==> src/rtl/mc_control_unit.sv <==
// rtl/mc_control_unit.sv - multi-cycle control FSM with memory wait/timeout handling
//
// Sequences FETCH -> DECODE -> EXEC -> (MEM) -> (WB) for a MIPS-style datapath.
// Build option MCU_ILLEGAL_TRAP_EN: undecoded opcodes enter TRAP and set the
// sticky illegal_op flag; without it they retire as NOPs.
//
// Ports:
//   clk, reset_n           clock, asynchronous active-low reset
//   instr_rdata            instruction word, captured into IR on fetch handshake
//   mem_ready              access-complete strobe (used only in FETCH/MEM)
//   alu_zero, alu_addr_lsb ALU flag and low address bits, sampled at end of EXEC
//   mem_req, data_mem_wren memory request and per-lane store enables
//   reg_file_*, alu_*      datapath controls, decoded from the fetched word
//   pc_control, pc_wren    PC update select and strobe
//   state                  current FSM state
//   mem_timeout            one-cycle pulse when an access exceeds WAIT_LIMIT
//   illegal_op             sticky illegal-opcode flag (trap build only)
module mc_control_unit #(
   parameter int BYTE_LANES = 4,
   parameter int WAIT_LIMIT = 16
) (
   input  logic                          clk,
   input  logic                          reset_n,
   input  logic [31:0]                   instr_rdata,
   input  logic                          mem_ready,
   input  logic                          alu_zero,
   input  logic [$clog2(BYTE_LANES)-1:0] alu_addr_lsb,
   output logic                          mem_req,
   output logic [BYTE_LANES-1:0]         data_mem_wren,
   output logic                          reg_file_wren,
   output logic                          reg_file_dmux_select,
   output logic                          reg_file_rmux_select,
   output logic                          alu_mux_select,
   output logic [3:0]                    alu_control,
   output logic [2:0]                    pc_control,
   output logic                          pc_wren,
   output logic [2:0]                    state,
   output logic                          mem_timeout,
   output logic                          illegal_op
);

   localparam int LW = $clog2(BYTE_LANES);
   localparam logic [7:0] WAIT_LAST = 8'(WAIT_LIMIT - 1);

   typedef enum logic [2:0] {
      S_FETCH = 3'd0, S_DECODE = 3'd1, S_EXEC = 3'd2,
      S_MEM = 3'd3, S_WB = 3'd4, S_TRAP = 3'd5
   } state_t;

   typedef enum logic [2:0] {
      C_ALU, C_LOAD, C_STORE, C_JUMP, C_JR, C_BEQ, C_BNE, C_ILL
   } cls_t;

   typedef struct packed {
      cls_t       cls;
      logic [3:0] alu;
      logic       imm;
   } dec_t;

   function automatic dec_t decode(input logic [31:0] w);
      dec_t d;
      d.cls = C_ILL;
      d.alu = 4'b1111;
      d.imm = 1'b0;
      case (w[31:26])
         6'h00: begin
            d.cls = C_ALU;
            case (w[5:0])
               6'h00: d.alu = 4'b1000;
               6'h02: d.alu = 4'b1001;
               6'h03: d.alu = 4'b1010;
               6'h08: d.cls = C_JR;
               6'h20: d.alu = 4'b1011;
               6'h21: d.alu = 4'b0010;
               6'h22: d.alu = 4'b1100;
               6'h23: d.alu = 4'b0110;
               6'h24: d.alu = 4'b0000;
               6'h25: d.alu = 4'b0001;
               6'h26: d.alu = 4'b0011;
               6'h27: d.alu = 4'b0100;
               6'h2A: d.alu = 4'b0111;
               default: d.cls = C_ILL;
            endcase
         end
         6'h02, 6'h03: d.cls = C_JUMP;
         6'h04: begin d.cls = C_BEQ; d.alu = 4'b1100; end
         6'h05: begin d.cls = C_BNE; d.alu = 4'b1100; end
         6'h08: begin d.cls = C_ALU; d.alu = 4'b1011; d.imm = 1'b1; end
         6'h09: begin d.cls = C_ALU; d.alu = 4'b0010; d.imm = 1'b1; end
         6'h0A: begin d.cls = C_ALU; d.alu = 4'b0111; d.imm = 1'b1; end
         6'h0C: begin d.cls = C_ALU; d.alu = 4'b0000; d.imm = 1'b1; end
         6'h0D: begin d.cls = C_ALU; d.alu = 4'b0001; d.imm = 1'b1; end
         6'h20, 6'h21, 6'h23: begin d.cls = C_LOAD; d.alu = 4'b1011; d.imm = 1'b1; end
         6'h24, 6'h25: begin d.cls = C_LOAD; d.imm = 1'b1; end
         6'h28, 6'h29, 6'h2B: begin d.cls = C_STORE; d.alu = 4'b1011; d.imm = 1'b1; end
         default: ;
      endcase
      return d;
   endfunction

   // Lane enables are aligned to the access size: sh/sw clear the low address bits.
   function automatic logic [BYTE_LANES-1:0] store_lanes(input logic [5:0] op,
                                                          input logic [LW-1:0] lsb);
      logic [BYTE_LANES-1:0] l;
      l = '0;
      case (op)
         6'h28: l = BYTE_LANES'(1) << lsb;
         6'h29: l = BYTE_LANES'(3) << (lsb & ~LW'(1));
         6'h2B: l = BYTE_LANES'(15) << (lsb & ~LW'(3));
         default: ;
      endcase
      return l;
   endfunction

   state_t                cur_state;
   cls_t                  cls;
   logic [31:0]           ir;
   logic [7:0]            wait_cnt;
   logic [BYTE_LANES-1:0] st_lanes;
   logic [BYTE_LANES-1:0] lanes;
   dec_t                  dec_in;
   logic                  ir_unused;
   logic                  illegal_q;

   assign dec_in    = decode(instr_rdata);
   assign lanes     = store_lanes(ir[31:26], alu_addr_lsb);
   assign ir_unused = ^ir[25:0];
   assign state     = cur_state;

`ifdef MCU_ILLEGAL_TRAP_EN
   assign illegal_op = illegal_q;
`else
   assign illegal_op = 1'b0;
`endif

   // PC strobes depend on the same-cycle mem_ready (fetch) and alu_zero (branch
   // resolution at the end of EXEC), so they cannot be registered a cycle early.
   always_comb begin
      pc_wren    = 1'b0;
      pc_control = 3'b000;
      if (cur_state == S_FETCH) begin
         pc_wren = mem_req && mem_ready;
      end else if (cur_state == S_EXEC) begin
         case (cls)
            C_JUMP:  begin pc_wren = 1'b1; pc_control = 3'b001; end
            C_JR:    begin pc_wren = 1'b1; pc_control = 3'b010; end
            C_BEQ:   if (alu_zero)  begin pc_wren = 1'b1; pc_control = 3'b011; end
            C_BNE:   if (!alu_zero) begin pc_wren = 1'b1; pc_control = 3'b011; end
            default: ;
         endcase
      end
   end

   always_ff @(posedge clk or negedge reset_n) begin
      if (!reset_n) begin
         cur_state            <= S_FETCH;
         cls                  <= C_ILL;
         ir                   <= '0;
         wait_cnt             <= '0;
         st_lanes             <= '0;
         mem_req              <= 1'b0;
         data_mem_wren        <= '0;
         reg_file_wren        <= 1'b0;
         reg_file_dmux_select <= 1'b1;
         reg_file_rmux_select <= 1'b0;
         alu_mux_select       <= 1'b0;
         alu_control          <= 4'b1111;
         mem_timeout          <= 1'b0;
         illegal_q            <= 1'b0;
      end else begin
         mem_timeout <= 1'b0;
         case (cur_state)
            S_FETCH, S_MEM: begin
               if (!mem_req) begin
                  // Idle cycle after reset or a timeout: (re)issue the access.
                  mem_req <= 1'b1;
                  if (cur_state == S_MEM) data_mem_wren <= st_lanes;
               end else if (mem_ready) begin
                  wait_cnt <= '0;
                  if (cur_state == S_FETCH) begin
                     ir                   <= instr_rdata;
                     cls                  <= dec_in.cls;
                     alu_control          <= dec_in.alu;
                     alu_mux_select       <= dec_in.imm;
                     reg_file_rmux_select <= (instr_rdata[31:26] == 6'h00);
                     reg_file_dmux_select <= (dec_in.cls != C_LOAD);
                     mem_req              <= 1'b0;
                     cur_state            <= S_DECODE;
                  end else begin
                     data_mem_wren <= '0;
                     if (cls == C_LOAD) begin
                        mem_req       <= 1'b0;
                        reg_file_wren <= 1'b1;
                        cur_state     <= S_WB;
                     end else begin
                        cur_state <= S_FETCH;
                     end
                  end
               end else if (wait_cnt == WAIT_LAST) begin
                  wait_cnt      <= '0;
                  mem_timeout   <= 1'b1;
                  mem_req       <= 1'b0;
                  data_mem_wren <= '0;
               end else begin
                  wait_cnt <= wait_cnt + 8'd1;
               end
            end
            S_DECODE: begin
               cur_state <= S_EXEC;
`ifdef MCU_ILLEGAL_TRAP_EN
               if (cls == C_ILL) begin
                  cur_state <= S_TRAP;
                  illegal_q <= 1'b1;
               end
`endif
            end
            S_EXEC: begin
               st_lanes <= (cls == C_STORE) ? lanes : '0;
               case (cls)
                  C_LOAD:  begin mem_req <= 1'b1; cur_state <= S_MEM; end
                  C_STORE: begin mem_req <= 1'b1; data_mem_wren <= lanes; cur_state <= S_MEM; end
                  C_ALU:   begin reg_file_wren <= 1'b1; cur_state <= S_WB; end
                  default: begin mem_req <= 1'b1; cur_state <= S_FETCH; end
               endcase
            end
            S_WB: begin
               reg_file_wren <= 1'b0;
               mem_req       <= 1'b1;
               cur_state     <= S_FETCH;
            end
            S_TRAP: ;
            default: cur_state <= S_FETCH;
         endcase
      end
   end

endmodule

==> config.mk <==
export PLATFORM = sky130hd
export DESIGN_NAME = mc_control_unit
export DESIGN_NICKNAME = d
export VERILOG_FILES = /design/src/rtl/mc_control_unit.sv
export SDC_FILE = /design/constraint.sdc
export NUM_CORES = 1
export LEC_CHECK = 0
export ABC_AREA = 1
export CORE_ASPECT_RATIO = 1.25
export CORE_UTILIZATION = 55
export CTS_BUF_LIST = sky130_fd_sc_hd__clkbuf_8 sky130_fd_sc_hd__clkbuf_16
export CTS_CLUSTER_DIAMETER = 80
export CTS_CLUSTER_SIZE = 25
export DETAILED_ROUTE_END_ITERATION = 8
export GPL_TIMING_DRIVEN = 0
export PLACE_DENSITY = 0.86
export SLEW_MARGIN = 10
export SYNTH_ARGS = -nofsm -noshare
export SYNTH_HDL_FRONTEND = slang
export SYNTH_SLANG_ARGS = --single-unit
export TNS_END_PERCENT = 5
==> constraint.sdc <==
create_clock -name clk -period 4.5 [get_ports clk]
set_input_delay 1.125 -clock clk [delete_from_list [all_inputs] [get_ports clk]]
set_output_delay 1.125 -clock clk [all_outputs]
set_load 0.02 [all_outputs]
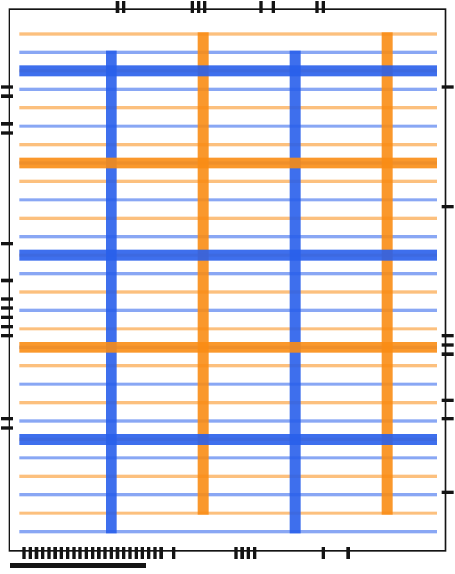
Fig. 1. Supply network (run 1).
The bar under the picture is 20 um long. Pins as bars on the die edge.
- VSS: blue
- VDD: orange
- met5 straps: 5
- rows: 27
- met4 straps: 4
- signal pins: 60
Die Ht: 79.70 um
die width: 64.16 um
Max VDD drop: 0.2695 mV
Core Footprint: 4527 um2

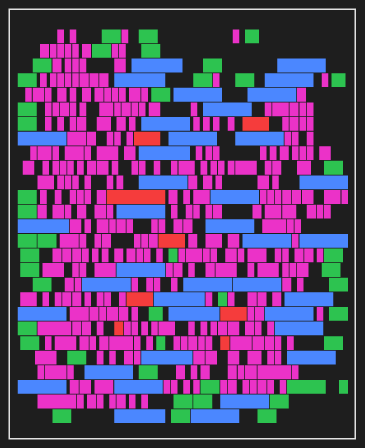
Fig. 2. Cells colored by class (run 1).
- flops: blue (cells 38; share of their area 30%)
- combinational and other logic: magenta (cells 336; share of their area 53%)
- other buffers and delay cells: green (cells 44; share of their area 13%)
- clock drivers and dummy loads: red (cells 8; share of their area 3.5%)
sequential cell area share: 0.2978
final instance area: 3227 um2
final core occ: 0.7128
FP Rows: 27

==> results.toml, run 1 <==
# synthesis and place-and-route metrics
[placement]
place_hpwl_um = 4593
gp_congestion = 0.8834
post_dp_cell_area_um2 = 3118

[synth]
yosys_area_um2 = 2656
synthTopLogicFamily = "simple AND/OR/NAND/NOR gates"
fa_ha_area_frac = 0.004710
top_cell = "nand2_1"
ys_cells = 379
ys.flop_type = "dfrtp_1"

[global_routing]
grt_pass1_vias = 2465
grt_usage = 0.2509
grt_use_met1 = 0.2714

[detailed_routing]
vias_per_cell = 5.333
drt_wl_total_um = 5861
ant_nets = 0

[finish]
instances_no_fill = 484
lay_top_count = "nand2_1"
buffers = 44

[setup_path]
worstSetupEndpointType = "output port"
critical_path_buf_inv_count = 4
path_cells = "clkdlybuf4s50_1, nand2_1, nor2_2, buf_4, buf_2, nor2_1, nand2_1, clkdlybuf4s50_1"
cp_max_fo = 10

[status]
outcome = "complete, no violations"

[timing]
slew_viol_final = 0
hold_viol = 0
period_minus_slack_ps = 4282
period_used_share = 0.9515
finalSetupTns_ps = 0
hold_ws_ps = 489.7
rsz0062_at_grt = "no"

[job]
warning_count = 46
maxCapViolCount = 0

[power]
top_power_group = "combinational logic"
combPwrFrac = 0.486

[clocking]
clockRootBuffer = "clkbuf_8"
cts_made_buffers = 5
ctsHoldBuffers = 0
cts.clk_slew.worst_paths_ps = 70

[die]
num_tap_cells = 58
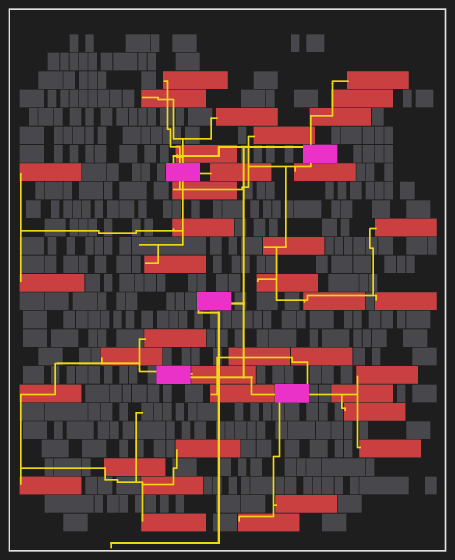
Fig. 3. Clock distribution (run 1).
- flip-flops: red (count 38)
- clock wires: yellow (length 529 um)
- clock drivers: magenta (count 5)
- flops lie: widely spread
- routed clock nets: 6
skew final: 10.22 ps
part of the power in the clock network: 0.181
Power Clock: 0.292 mW
worst skew pair latency: 300 ps

==> run 2: changes to the inputs <==
- CORE_UTILIZATION: 55 -> 35
- PLACE_DENSITY: 0.86 -> not set
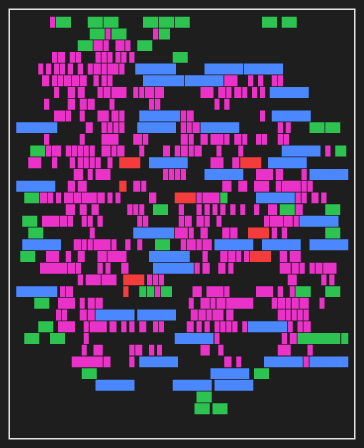
Fig. 4. Cells colored by class (run 2).
- clock drivers and dummy loads: red (cells 8; share of their area 2.9%)
- flops: blue (cells 38; share of their area 31%)
- other buffers and delay cells: green (cells 44; share of their area 14%)
- combinational and other logic: magenta (cells 336; share of their area 53%)
Core Footprint: 7357 um2
final instance area: 3259 um2

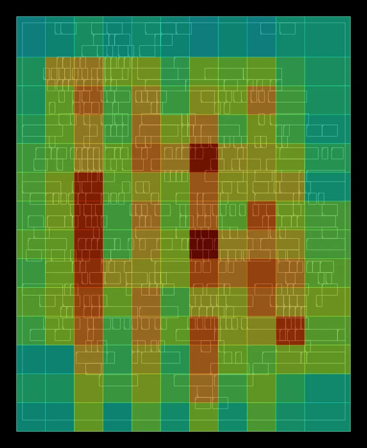
Fig. 5. Congestion heat map (run 2).
final core occ: 0.4430
post-DR wirelength/cell: 11.85 um
met3 Use GR: 0.05138
met2 Use GR: 0.3011

==> run 2 against run 1 <==
  * Maximum frequency shrank 1.1%
  * Core utilization shrank 27 points
  * Setup slack lost 46 ps
  * Largest power group unchanged
  * Worst hold slack lost 7.7 ps
  * First-iteration DRC count grew 45%
  * Highest routed layer unchanged
  * Synthesized cell count is the same
  * Die size grew 55%
  * Cell count grew 7.0%
  * Via count shrank 3.3%
  * Non-clock buffer count is the same
==> results.toml, run 2 <==
# synthesis and place-and-route metrics
[finish]
num-multi-input-gates = 281
clkbuf_count = 6
logic_area_um2 = 1449
buffers = 44
seq_share = 0.2948
most-common-layout-cells = "100 x nand2_1, 46 x inv_1, 46 x nor2_1"

[status]
outcome = "complete, no violations"

[power]
combPwrFrac = 0.502
p_int_mw = 0.8838
ir_drop_mv = 0.2325
p_clk_frac = 0.156
powerClk_mw = 0.244
powerSeq_mw = 0.535
top_power_group = "combinational logic"

[synth]
synthTopLogicFamily = "simple AND/OR/NAND/NOR gates"
ys.flop_type = "dfrtp_1"
netlist.top_cell.by_area = "dfrtp_1"
yosys_area_um2 = 2656
ys_seq_share = 0.3618
fa_ha_area_frac = 0.004710
edf_count = 0
ys_cells = 379

[clocking]
ctsHoldBuffers = 0
worst_skew_pair.late_latency_ps = 290
clockRootBuffer = "clkbuf_8"
cts.clk_slew.worst_paths_ps = 70

[die]
num_tap_cells = 92
placementRows = 35
chipArea_um2 = 7944
die_width_um = 79.92
die_h_um = 99.40

[global_routing]
grt_pass1_vias = 2444
grt_use_met1 = 0.1967

[timing]
period_minus_slack_ps = 4327
hold_ws_ps = 482.0
slew_viol_final = 0
period_used_share = 0.9617
finalSetupTns_ps = 0
skew_ps = 5.380
rsz0062_at_grt = "no"
hold_viol = 0

[placement]
gp_congestion = 0.8707
place_hpwl_um = 4877
post_dp_cell_area_um2 = 3168

[setup_path]
cp_max_fo = 10
critical_path_buf_inv_count = 4
path_cells = "clkdlybuf4s50_1, nand2_1, nor2_2, buf_4, buf_2, nor2_1, nand2_1, clkdlybuf4s50_1"
worstSetupEndpointType = "output port"

[detailed_routing]
highest_layer = "met4"
ant_nets = 0
vias_per_cell = 4.819

[job]
maxCapViolCount = 0
warning_count = 46
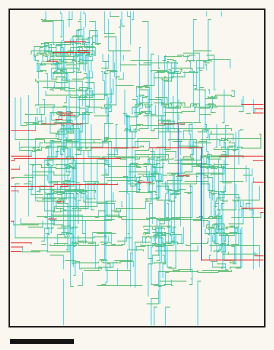
Fig. 6. Routed metal, one color a layer (run 2).
The bar under the picture is 20 um long.
- metal 1: green (wire length 2670 um)
- metal 2: cyan (wire length 3150 um)
- metal 4: blue (wire length 51.7 um)
- metal 3: red (wire length 264 um)
Total GRT Usage: 0.1706
routed wire length: 6136 um

==> run 3: changes to the inputs <==
- clock period: 4.5 -> 4.61 ns (I/O delays scaled with it)
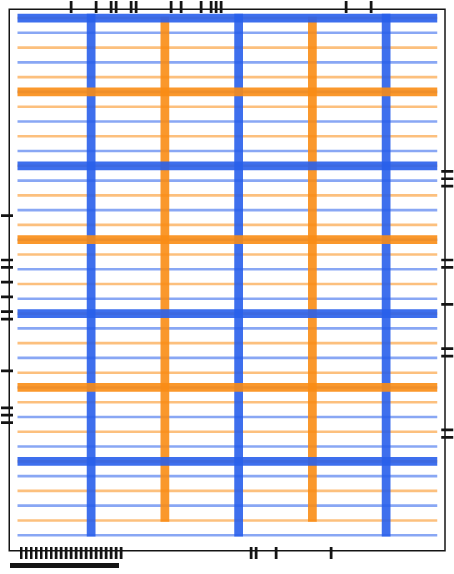
Fig. 7. Supply network (run 3).
The bar under the picture is 20 um long. Pins as bars on the die edge.
- VSS: blue
- VDD: orange
- met1 rails: 36
- rows: 35
- met4 straps: 5
- met5 straps: 7
die width: 79.92 um
Max VDD drop: 0.2270 mV
Die Ht: 99.40 um

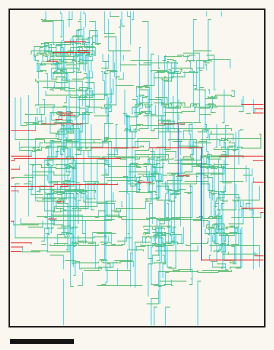
Fig. 8. Routed metal, one color a layer (run 3).
The bar under the picture is 20 um long.
- metal 2: cyan (wire length 3150 um)
- metal 3: red (wire length 264 um)
- metal 1: green (wire length 2670 um)
- metal 4: blue (wire length 51.7 um)
via count: 2496

==> run 3 against run 2 <==
  * Synthesized cell count is the same
  * Clock skew is the same
  * Register-to-register slack better by 110 ps
  * Routed wire length unchanged
  * Sequential share of layout area unchanged
  * Cell area did not move
  * Area after synthesis is the same
  * Die size is the same
  * Largest power group unchanged
  * Critical path type unchanged
  * Core utilization unchanged
  * Clock-buffer cell count did not move
==> results.toml, run 3 <==
# synthesis and place-and-route metrics
[die]
placementRows = 35
num_tap_cells = 92
core_um2 = 7357
chipArea_um2 = 7944

[synth]
ys.flop_type = "dfrtp_1"
fa_ha_area_frac = 0.004710
edf_count = 0
top_cell = "nand2_1"
ys_seq_share = 0.3618
yosys_area_um2 = 2656
xor_area_frac = 0.006594
netlist.top_cell.by_area = "dfrtp_1"
synthTopLogicFamily = "simple AND/OR/NAND/NOR gates"
ys_cells = 379

[detailed_routing]
drt_wl_total_um = 6136
wl_met2_um = 3154
highest_layer = "met4"
first_pass_iters = 7
ant_nets = 0
wl_per_cell_um = 11.85
vias_per_cell = 4.819

[clocking]
ctsHoldBuffers = 0
worst_skew_pair.late_latency_ps = 290
clockRootBuffer = "clkbuf_8"
cts_made_buffers = 5
cts.clk_slew.worst_paths_ps = 70

[setup_path]
critical_path_buf_inv_count = 4
worstSetupEndpoint = "pc_wren"
cp_max_fo = 10
start_kind = "primary input"
critPathTopFamily = "buffers and inverters"
path_cells = "clkdlybuf4s50_1, nand2_1, nor2_2, buf_4, buf_2, nor2_1, nand2_1, clkdlybuf4s50_1"
reg2reg_depth = 10
worstSetupEndpointType = "output port"

[power]
combPwrFrac = 0.502
power.leakage_nw = 1.646
p_clk_frac = 0.156
powerSeq_mw = 0.523
p_int_mw = 0.8627
top_power_group = "combinational logic"
powerClk_mw = 0.238

[placement]
placedCellCount = 510
gp_congestion = 0.8707
post_dp_cell_area_um2 = 3168
place_hpwl_um = 4877
dpl_worst_slack_ps = 224.3

[min_path]
worstHoldStart = "data_mem_wren[0]"

[finish]
seq_share = 0.2948
lay_top_count = "nand2_1"
logic_area_um2 = 1449
buffers = 44
drive_gt1_frac = 0.1690
clkbuf_count = 6
num-multi-input-gates = 281
fin_area_um2 = 3259
utilization = 0.4430
instances_no_fill = 518

[global_routing]
grt_use_met2 = 0.3011
grt_pass1_vias = 2444
grt_usage = 0.1706
grt_pass1_wl_um = 10670
met3_usage = 0.05138

[timing]
slew_viol_final = 0
hold_ws_ps = 482.0
skew_ps = 5.380
finalSetupTns_ps = 0
period_minus_slack_ps = 4382
hold_viol = 0
rsz0062_at_grt = "no"

[status]
outcome = "complete, no violations"

[job]
warning_count = 46
maxCapViolCount = 0
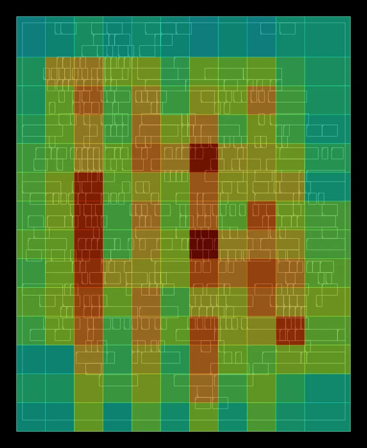
Fig. 9. Congestion heat map (run 3).
Most Crowded Layer GR: met2
met1 Resource Use GR: 0.1967

Power and IR drop assume default switching activity.
